==> run_1/final_placement.png <==
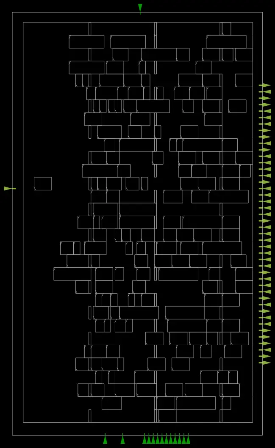
==> run_1/registers.png <==
Other sequential cells in the stronger gray, the rest of the logic in the fainter gray.
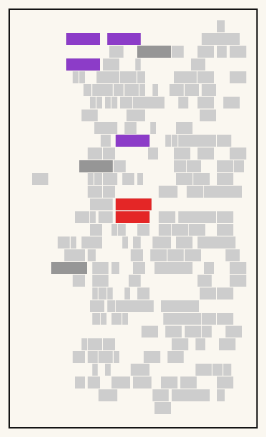
==> run_1/met2.png <==
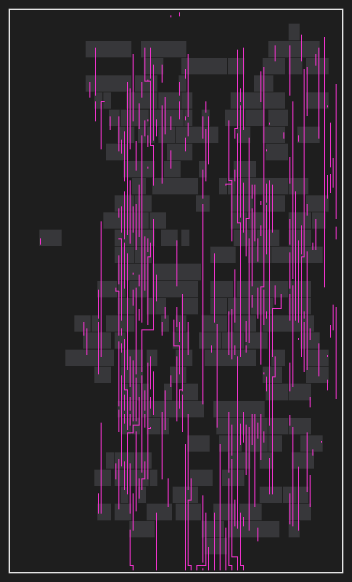
## src/rtl/fifo_pkg.sv

```systemverilog
// Shared types and helpers for the FIFO write-side arbiter.
package fifo_pkg;

    localparam int D_WIDTH_DEF = 8;

    typedef enum logic {
        IDLE  = 1'b0,
        GRANT = 1'b1
    } state_t;

    // Bits needed to index v items; constant-evaluated for widths only.
    function automatic int clog2(input int v);
        int r;
        r = 0;
        for (int i = 0; i < 31; i++) begin
            if ((1 << i) < v) r = i + 1;
        end
        return r;
    endfunction

endpackage

```

## src/rtl/fifo_wr_arbiter_rr_pick.sv

```systemverilog
// Round-robin priority selector: rotate by rr_ptr, find first set, un-rotate.
module rr_pick
    import fifo_pkg::*;
#(
    parameter int N = 4,
    parameter int W = clog2(N)
) (
    input  logic [N-1:0] req,
    input  logic [W-1:0] rr_ptr,
    output logic         any,
    output logic [W-1:0] winner
);

    logic [2*N-1:0] dbl;
    logic [N-1:0]   rot;
    int             k;

    always_comb begin
        dbl = {req, req} >> rr_ptr;
        rot = dbl[N-1:0];
        any = |req;
        k   = 0;
        for (int i = N - 1; i >= 0; i--) begin
            if (rot[i]) k = i;
        end
        winner = W'((int'(rr_ptr) + k) % N);
    end

endmodule

```

## src/rtl/fifo_wr_arbiter.sv

```systemverilog
// Round-robin arbiter sharing the async FIFO write port between N_REQ burst requesters.
module fifo_wr_arbiter
    import fifo_pkg::*;
#(
    parameter int N_REQ     = 4,
    parameter int D_WIDTH   = D_WIDTH_DEF,
    parameter int MAX_BURST = 8
) (
    input  logic                       w_clk,
    input  logic                       w_rst,
    input  logic [N_REQ-1:0]           req_valid,
    input  logic [N_REQ*D_WIDTH-1:0]   req_data,
    input  logic [N_REQ-1:0]           req_last,
    output logic [N_REQ-1:0]           req_ready,
    input  logic                       full,
    output logic                       w_inc,
    output logic [D_WIDTH-1:0]         w_data,
    output logic [clog2(N_REQ)-1:0]    grant_id,
    output logic                       busy
);

    localparam int GW = clog2(N_REQ);
    localparam int CW = clog2(MAX_BURST) + 1;

    state_t          state_q, state_d;
    logic [GW-1:0]   grant_id_q, grant_id_d;
    logic [GW-1:0]   rr_ptr_q, rr_ptr_d;
    logic [CW-1:0]   beat_cnt_q, beat_cnt_d;

    logic            pick_any;
    logic [GW-1:0]   pick_idx;
    logic            sel_valid;
    logic            sel_last;
    logic [D_WIDTH-1:0] sel_data;
    logic            xfer;

    rr_pick #(
        .N (N_REQ),
        .W (GW)
    ) u_rr_pick (
        .req    (req_valid),
        .rr_ptr (rr_ptr_q),
        .any    (pick_any),
        .winner (pick_idx)
    );

    // Outputs come straight from registered grant state so full stalls with no added latency.
    always_comb begin
        busy      = (state_q == GRANT);
        sel_valid = req_valid[grant_id_q];
        sel_last  = req_last[grant_id_q];
        sel_data  = req_data[int'(grant_id_q)*D_WIDTH +: D_WIDTH];
        xfer      = busy && sel_valid && !full;
        req_ready = '0;
        if (busy && !full) req_ready[grant_id_q] = 1'b1;
        w_inc     = xfer;
        w_data    = busy ? sel_data : '0;
        grant_id  = grant_id_q;
    end

    always_comb begin
        state_d    = state_q;
        grant_id_d = grant_id_q;
        rr_ptr_d   = rr_ptr_q;
        beat_cnt_d = beat_cnt_q;
        case (state_q)
            IDLE: begin
                if (pick_any) begin
                    state_d    = GRANT;
                    grant_id_d = pick_idx;
                    beat_cnt_d = '0;
                    rr_ptr_d   = (pick_idx == GW'(N_REQ - 1)) ? '0 : pick_idx + GW'(1);
                end
            end
            GRANT: begin
                if (xfer) begin
                    if (sel_last || beat_cnt_q == CW'(MAX_BURST - 1)) begin
                        state_d = IDLE;
                    end else begin
                        beat_cnt_d = beat_cnt_q + CW'(1);
                    end
                end
            end
            default: state_d = IDLE;
        endcase
    end

    always_ff @(posedge w_clk) begin
        if (w_rst) begin
            state_q    <= IDLE;
            grant_id_q <= '0;
            rr_ptr_q   <= '0;
            beat_cnt_q <= '0;
        end else begin
            state_q    <= state_d;
            grant_id_q <= grant_id_d;
            rr_ptr_q   <= rr_ptr_d;
            beat_cnt_q <= beat_cnt_d;
        end
    end

endmodule

```

## config.mk

```make
export PLATFORM = sky130hd
export DESIGN_NAME = fifo_wr_arbiter
export DESIGN_NICKNAME = d
export VERILOG_FILES = /design/src/rtl/fifo_pkg.sv /design/src/rtl/fifo_wr_arbiter_rr_pick.sv /design/src/rtl/fifo_wr_arbiter.sv
export SDC_FILE = /design/constraint.sdc
export NUM_CORES = 1
export LEC_CHECK = 0
export CAP_MARGIN = 20
export CORE_ASPECT_RATIO = 1.75
export CORE_MARGIN = 2
export CORE_UTILIZATION = 23
export CTS_BUF_LIST = sky130_fd_sc_hd__clkbuf_8
export DETAILED_ROUTE_END_ITERATION = 8
export HOLD_SLACK_MARGIN = 0.08
export PLACE_DENSITY = 0.52
export SYNTH_ARGS = -nofsm -noshare
export SYNTH_HDL_FRONTEND = slang
export SYNTH_SLANG_ARGS = --single-unit
```

## constraint.sdc

```tcl
create_clock -name w_clk -period 2.1 [get_ports w_clk]
set_input_delay 0.42 -clock w_clk [delete_from_list [all_inputs] [get_ports w_clk]]
set_output_delay 0.42 -clock w_clk [all_outputs]
set_load 0.005 [all_outputs]
```

==> flow_summary.toml, run 1 <==
# synthesis and place-and-route metrics
[status]
outcome = "finished, final reports clean"

[worst_hold_path]
hold_path_class = "reg -> reg"

[global_routing]
grt_most_used_layer = "met2"
grt_pass1_wl_um = 5070
groute.usage.overall_pct = 14.5

[synthesis]
top_area_cell = "dfxtp_1"
ys_cells = 106
top_cell = "nor2_1"
yosys-top-cells-count = "16 x nor2_1, 9 x dfxtp_1, 8 x and2_1, 8 x nand2_1, 7 x mux4_2"
synth_cell_types = 36
postSynthRegisterBits = 9

[timing]
worst_pin_slew_ns = 0.410
maximum_clock_skew_at_final_layout_ns = 0.000940
fmax_mhz = 486

[power]
power_density_nw_per_um2 = 709

[flow_run]
tool_warnings = 27

[floorplan]
floorplan_die_area_sq_um = 4700

[final_layout]
final.fill_count = 429

[worst_setup_path]
worst_r2r_endpoint = "rr_ptr_q[1]"

[place]
gpl.final_weighted_congestion = 0.731
About final_placement.png:
utilization after layout: 42.3%
TAP cells: 49
Core Region: 4070 sq um
FF+latch count: 9
flop share of the area: 10.6%

About registers.png:
legend:
  grant_id:
    color: red
    sequential_cells: 2
  beat_cnt_q:
    color: purple
    sequential_cells: 4
area used by sequential logic in the layout: 183 sq um
power in sequential cells: 0.242 mW

About met2.png:
longest straight run: 39.6 um
wire length on this layer: 1840 um
GR Util met2: 30.5%
vias after detailed routing: 1061
Detailed Route WL: 3250 um

run 1: critical path, cell delays in order:
cell             delay [ns]
clkdlybuf4s50_1        0.41
mux4_2                 0.47
and2_1                 0.15
clkdlybuf4s15_1        0.19
run 1: routing by layer:
metal  wire, um  share of wire (%)
met1       1040                 32
met2       1840                 57
met3        328                 10
met4         43                1.3
met5          0                  0
run 1: final cells by class:
| class | instances | area [sq um] | area share, % |
|---|---|---|---|
| Tap cell | 49 | 61.3 | 3.56 |
| Inverter | 3 | 11.3 | 0.653 |
| Sequential cell | 9 | 183 | 10.6 |
| Timing Repair Buffer | 76 | 706 | 40.9 |
| Clock buffer | 3 | 41.3 | 2.39 |
| Multi-Input combinational cell | 84 | 718 | 41.7 |
| Clock inverter | 1 | 3.75 | 0.218 |
run 1: logic make-up after synthesis:
| logic type | synth area share (%) |
|---|---|
| buffers and inverters | 6.17 |
| adders and majority gates | 3.94 |
| DFF | 18.9 |
| and+or+nand+nor | 25.9 |
| muxes | 25.9 |
| AOI/OAI and AO/OA | 13.8 |
| xor gates and xnor gates | 5.51 |
run 1: power by group:
part | switching, mW | internal [mW] | leakage, nW
combinational | 0.294 | 0.489 | 0.606
sequential | 0.0373 | 0.205 | 0.0744
clock | 0.0700 | 0.127 | 0.0269
run 1: through the flow:
stage	total power [mW]	std cells	cell area, sq um
finish	1.22	225	1720
global route	1.31	225	1720
CTS	1.24	225	1730
detailed placement	1.04	221	1680
global placement	1.02	221	1680
floorplan	0.679	106	953
run 1: state kept, by name, summed over array words and instances, names as in the netlist:
register,count
grant_id,2
busy,1
beat_cnt_q,4
rr_ptr_q,2
run 1: what timing repair did:
| item | CTS | global route |
|---|---|---|
| resized | 41 | 8 |
| endpoints found under the setup margin | 15 | 7 |
| setup buffers | 0 | 0 |
| pin swaps | 6 | 2 |
| hold buffers | 0 | 0 |
run 1: how the worst max path moves through the flow:
| stage | cells after the start | end | slack, ns |
|---|---|---|---|
| final | 4 | w_data[6] | 0.04 |
| after global routing | 4 | w_data[4] | 0.0006 |
| after CTS | 4 | w_data[3] | 0.002 |
| after detailed placement | 10 | rr_ptr_q[1] | -0.53 |
| after global placement | 9 | rr_ptr_q[1] | -0.50 |
| after floorplan | 9 | rr_ptr_q[1] | 0.02 |
run 1: cells in the final DEF (no fill, tap or decap), types with 2 or more instances in the layout:
cell type	instances
a211oi_1	2
a21oi_1	6
and2_1	6
and2_4	2
buf_4	16
buf_6	2
clkbuf_2	3
clkbuf_8	3
clkdlybuf4s15_1	5
clkdlybuf4s15_2	4
clkdlybuf4s50_1	40
dfxtp_1	7
dfxtp_2	2
dlygate4sd2_1	6
ha_1	3
inv_1	4
mux4_2	10
nand2_1	7
nand2b_1	3
nor2_1	16
nor3_1	2
nor3_2	2
o32ai_1	2
xnor2_1	3
xor2_1	3
## Run 2: what changed since run 1
--- a/config.mk
+++ b/config.mk
@@ -6,7 +6,7 @@
 export NUM_CORES = 1
 export LEC_CHECK = 0
 export CAP_MARGIN = 20
-export CORE_ASPECT_RATIO = 1.75
+export CORE_ASPECT_RATIO = 0.5
 export CORE_MARGIN = 2
 export CORE_UTILIZATION = 23
 export CTS_BUF_LIST = sky130_fd_sc_hd__clkbuf_8
==> run_2/met2.png <==
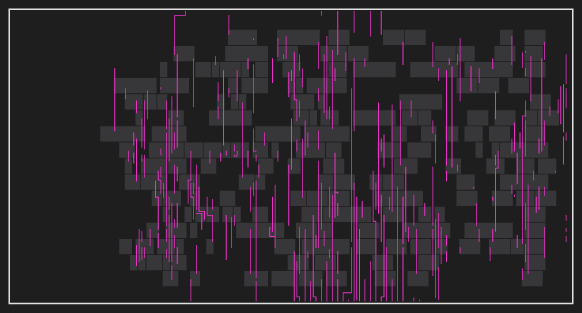
wire length on this layer: 1300 um
main direction: vertical

==> run_2/density.png <==
10 x 5 tiles, from white (low) to dark blue (high), 0 to 100% covered.
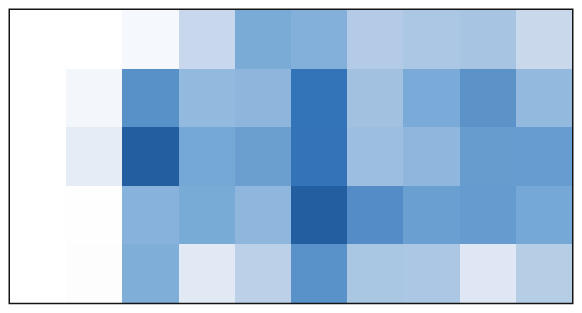
nearly empty tiles: 16%
densest ninth of the die: center
mean over tiles: 37%
Core Region: 3940 sq um
core utilization at floorplan: 24.2%
utilization after layout: 45.6%

==> flow_summary.toml, run 2 <==
# synthesis and place-and-route metrics
[detailed_routing]
route.final.wire_length_um = 2850
num_vias = 1054

[power]
power.share.sequential_pct = 19.7
clockPowerShare_pct = 15.7
p_int_mw = 0.860
post-layout-total-power_mw = 1.28
netSwitchingFraction_pct = 32.6
power_density_nw_per_um2 = 710
switchingPower_mw = 0.416

[timing]
finalSetupTns_ns = 0
worst_pin_slew_ns = 0.281
maximum_clock_skew_at_final_layout_ns = 0.00285

[worst_setup_path]
worst_r2r_endpoint = "beat_cnt_q[3]"
critical_path.max_stage_delay_ns = 0.45
cpMaxStageDelayCell = "mux4_2"

[global_routing]
grt_pass1_wl_um = 4450
grt_max_degree = 13
groute.usage.overall_pct = 12.0

[final_layout]
layout_top_cell = "clkdlybuf4s50_1"
layout.cell_area.non_filler_sq_um = 1800
largest_reg_flops = 4
largest_register = "beat_cnt_q"
lay_top_cells = "40 x clkdlybuf4s50_1, 18 x buf_4, 16 x nor2_1"

[floorplan]
floorplan_die_area_sq_um = 4710
io_pins = 59

[synthesis]
ys_cells = 106
top_cell = "nor2_1"
yosys-top-cells-count = "16 x nor2_1, 9 x dfxtp_1, 8 x and2_1, 8 x nand2_1, 7 x mux4_2"
top_area_cell = "dfxtp_1"
synth_cell_types = 36

[status]
outcome = "finished, final reports clean"

[flow_run]
tool_warnings = 28

[place]
dpl_cell_area_sq_um = 1680

[worst_hold_path]
hold_path_class = "reg -> reg"
==> run_2/registers.png <==
Other sequential cells in the stronger gray, the rest of the logic in the fainter gray.
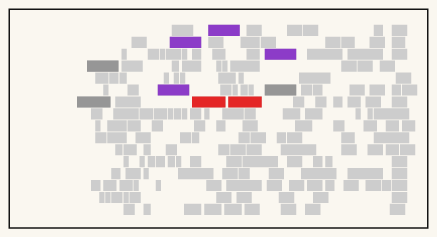
legend:
  beat_cnt_q:
    color: purple
    sequential_cells: 4
    where: north
  grant_id:
    color: red
    sequential_cells: 2
not colored: 3

[run 2: worst max-delay path by stage]
stage	start	to	slack, ns	depth (start not counted)
global route	req_valid[3]	rr_ptr_q[1]	-0.003	9
global placement	req_valid[3]	rr_ptr_q[1]	-0.45	9
CTS	req_valid[0]	w_inc	-0.04	5
detailed placement	req_valid[3]	rr_ptr_q[1]	-0.52	9
floorplan	rr_ptr_q[0]	rr_ptr_q[1]	0.02	9
finish	req_data[28]	w_data[4]	0.05	4
[run 2: layout make-up]
type | instances | area (sq um)
Fill cell | 398 | 2150
Timing Repair Buffer | 80 | 759
Multi-Input combinational cell | 84 | 729
Sequential cell | 9 | 184
Tap cell | 54 | 67.6
Clock buffer | 3 | 41.3
Inverter | 3 | 11.3
Clock inverter | 1 | 3.75
[run 2: cell families after synthesis]
group           synth area share, %
mux                            25.9
fa+ha+maj                      3.94
buf+inv                        6.17
flops                          18.9
compound gates                 13.8
simple gates                   25.9
xor+xnor                       5.51
[run 2: what timing repair did]
action,CTS,global route
resized,40,12
pin swaps,4,2
gates cloned,0,0
hold buffers,0,0
buffers inserted,2,3
endpoints found under the setup margin,15,9
[run 2: critical path: cells and delay by family]
family	cells	cell delay, ns
buffers and inverters	2	0.59
multiplexers	1	0.45
AND/OR/NAND/NOR	1	0.16
[run 2: metal layers]
layer	share of wire (%)	global-route usage, %	vias up
li1	-	-	531
met1	47	15.4	487
met2	46	20.2	33
met3	7.0	3.52	3
met4	0.60	2.17	0
met5	0	0	-
[run 2: through the flow]
step	utilization, %	std cells
floorplan	-	106
global placement	42.6	225
detailed placement	42.6	225
CTS	44.2	231
global route	45.6	234
finish	45.6	234
[run 2: power groups by stage]
stage	registers [mW]	clock network, mW	logic [mW]
after floorplan	0.233	0	0.446
after global placement	0.247	0	0.708
after detailed placement	0.248	0	0.714
after CTS	0.250	0.209	0.735
after global routing	0.258	0.218	0.902
final	0.251	0.200	0.825
## Run 3: what changed since run 2
--- a/config.mk
+++ b/config.mk
@@ -15,4 +15,5 @@
 export PLACE_DENSITY = 0.52
 export SYNTH_ARGS = -nofsm -noshare
 export SYNTH_HDL_FRONTEND = slang
+export SYNTH_HIERARCHICAL = 1
 export SYNTH_SLANG_ARGS = --single-unit
==> run_3/met1.png <==
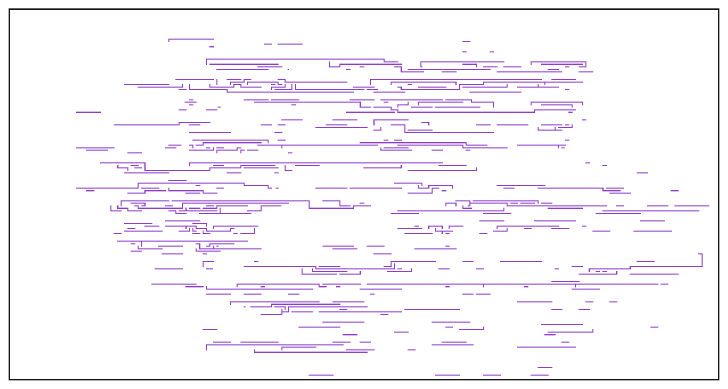
wire length on this layer: 1590 um
longest straight run: 39.1 um
share of all routed wire: 45%
main direction: horizontal
nets with wire on the layer: 209

==> run_3/density.png <==
10 x 5 tiles, from white (low) to dark blue (high), 0 to 100% covered.
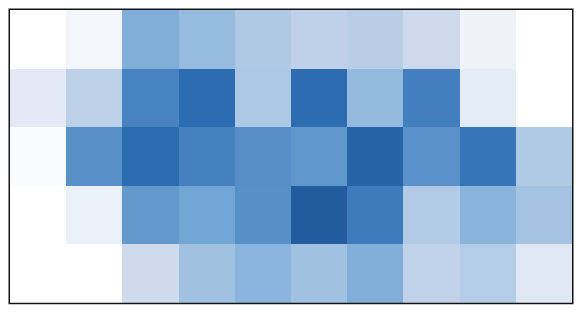
tiles over 75% full: 10%
mean over tiles: 38%
emptiest ninth of the die: south-west

==> flow_summary.toml, run 3 <==
# synthesis and place-and-route metrics
[worst_hold_path]
hold_path_class = "reg -> reg"

[power]
power_density_nw_per_um2 = 745
p_int_mw = 0.929
switchingPower_mw = 0.467
clockPowerShare_pct = 14.0
netSwitchingFraction_pct = 33.4
post-layout-total-power_mw = 1.40
comb_power_share_pct = 67.3

[synthesis]
yosys-top-cells-count = "10 x nand2_1, 9 x a21oi_1, 9 x dfxtp_1"
postSynthRegisterBits = 9
synth_cell_types = 37
top_area_cell = "dfxtp_1"
top_cell = "nand2_1"

[final_layout]
lay_top_cells = "32 x clkdlybuf4s50_1, 20 x buf_4, 10 x nand2_1, 10 x clkbuf_2, 9 x a21oi_1"
layout_top_cell = "clkdlybuf4s50_1"
largest_register = "beat_cnt_q"
utilization_after_layout_pct = 47.5
layout.cell_area.non_filler_sq_um = 1870
largest_reg_flops = 4

[detailed_routing]
num_vias = 1135
route.final.wire_length_um = 3530

[timing]
maximum_clock_skew_at_final_layout_ns = 0.000789
setup_violations = 1
fmax_mhz = 473
fin_ws_ns = -0.0152
worst_pin_slew_ns = 0.412

[status]
failed_checks = "setup timing"
outcome = "finished with violations"

[floorplan]
fp.coreArea_sq_um = 3940
fp-utilization_pct = 24.3
floorplan_die_area_sq_um = 4730

[place]
dpl_cell_area_sq_um = 1740
gpl.final_weighted_congestion = 0.821

[global_routing]
grt_pass1_wl_um = 5390
groute.usage.overall_pct = 14.9

[clock_tree]
cts_hold_buf = 0

[worst_setup_path]
critical_path.max_stage_delay_ns = 0.51
path_cells = "clkdlybuf4s50_1 > mux4_2 > a31o_4 > or4_4 > a211oi_2"
startpoint = "req_last[1]"
==> run_3/registers.png <==
Other sequential cells in the stronger gray, the rest of the logic in the fainter gray.
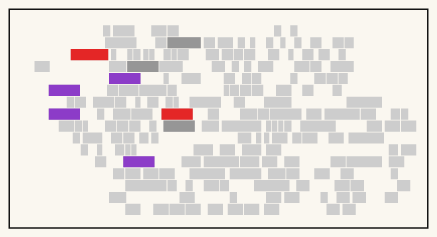
legend:
  beat_cnt_q:
    color: purple
    sequential_cells: 4
    where: west
  grant_id:
    color: red
    sequential_cells: 2
not colored: 3

[run 3: timing repair]
| item | CTS | global route |
|---|---|---|
| gates resized | 45 | 31 |
| endpoints found under the hold margin | 0 | 0 |
| buffers inserted | 4 | 4 |
| endpoints found under the setup margin | 16 | 11 |
| pin swaps | 8 | 7 |
| cloned | 0 | 1 |
[run 3: power groups by stage]
stage | Sequential [mW] | Clock (mW) | Combinational, mW
2_1_floorplan | 0.233 | 0 | 0.416
3_3_place_gp | 0.249 | 0 | 0.762
3_5_place_dp | 0.251 | 0 | 0.777
4_1_cts | 0.247 | 0.203 | 0.803
5_1_grt | 0.271 | 0.216 | 1.02
6_report | 0.262 | 0.195 | 0.939
[run 3: cell type report]
class,count,area [sq um]
Sequential cell,9,185
Multi-Input combinational cell,87,749
Clock buffer,3,41.3
Timing Repair Buffer,85,811
Inverter,4,15.0
Fill cell,381,2070
Tap cell,54,67.6
Clock inverter,1,3.75
[run 3: per-stage QoR]
stage | setup TNS, ns | instances | hold slack, ns
after floorplan | 0 | 107 | 0.471
after global placement | -4.15 | 231 | 0.481
after detailed placement | -4.57 | 231 | 0.485
after CTS | 0 | 239 | 0.491
after global routing | -0.100 | 243 | 0.531
final | -0.0152 | 243 | 0.488
[run 3: worst max-delay path, delay by kind of cell]
kind,cells,cell delay (ns)
and+or+nand+nor,1,0.51
buffers and inverters,1,0.39
AOI/OAI and AO/OA,2,0.45
muxes,1,0.49
[run 3: worst max path at each step]
stage | slack, ns | endpoint
after floorplan | 0.22 | beat_cnt_q[3]
after global placement | -0.40 | rr_ptr_q[0]
after detailed placement | -0.46 | rr_ptr_q[0]
after CTS | 0.0004 | beat_cnt_q[3]
after global routing | -0.04 | beat_cnt_q[3]
final | -0.02 | beat_cnt_q[3]
[run 3: per-layer routing]
layer / vias to the layer above / part of all wire, % / track usage (%)
met5: - / 0 / 0
met4: 0 / 2.0 / 7.00
met3: 6 / 2.3 / 1.38
met2: 20 / 51 / 26.4
met1: 541 / 45 / 18.1
li1: 568 / - / -
[run 3: cells by family after synthesis]
| group | after synthesis | share of synthesized area [%] |
|---|---|---|
| DFF | 9 | 18.8 |
| adders and majority gates | 3 | 3.92 |
| buffers and inverters | 11 | 5.09 |
| xor gates and xnor gates | 2 | 1.83 |
| AOI/OAI and AO/OA | 24 | 17.9 |
| and+or+nand+nor | 46 | 25.8 |
| muxes | 12 | 26.6 |
Power is estimated from default activity; no workload was simulated.
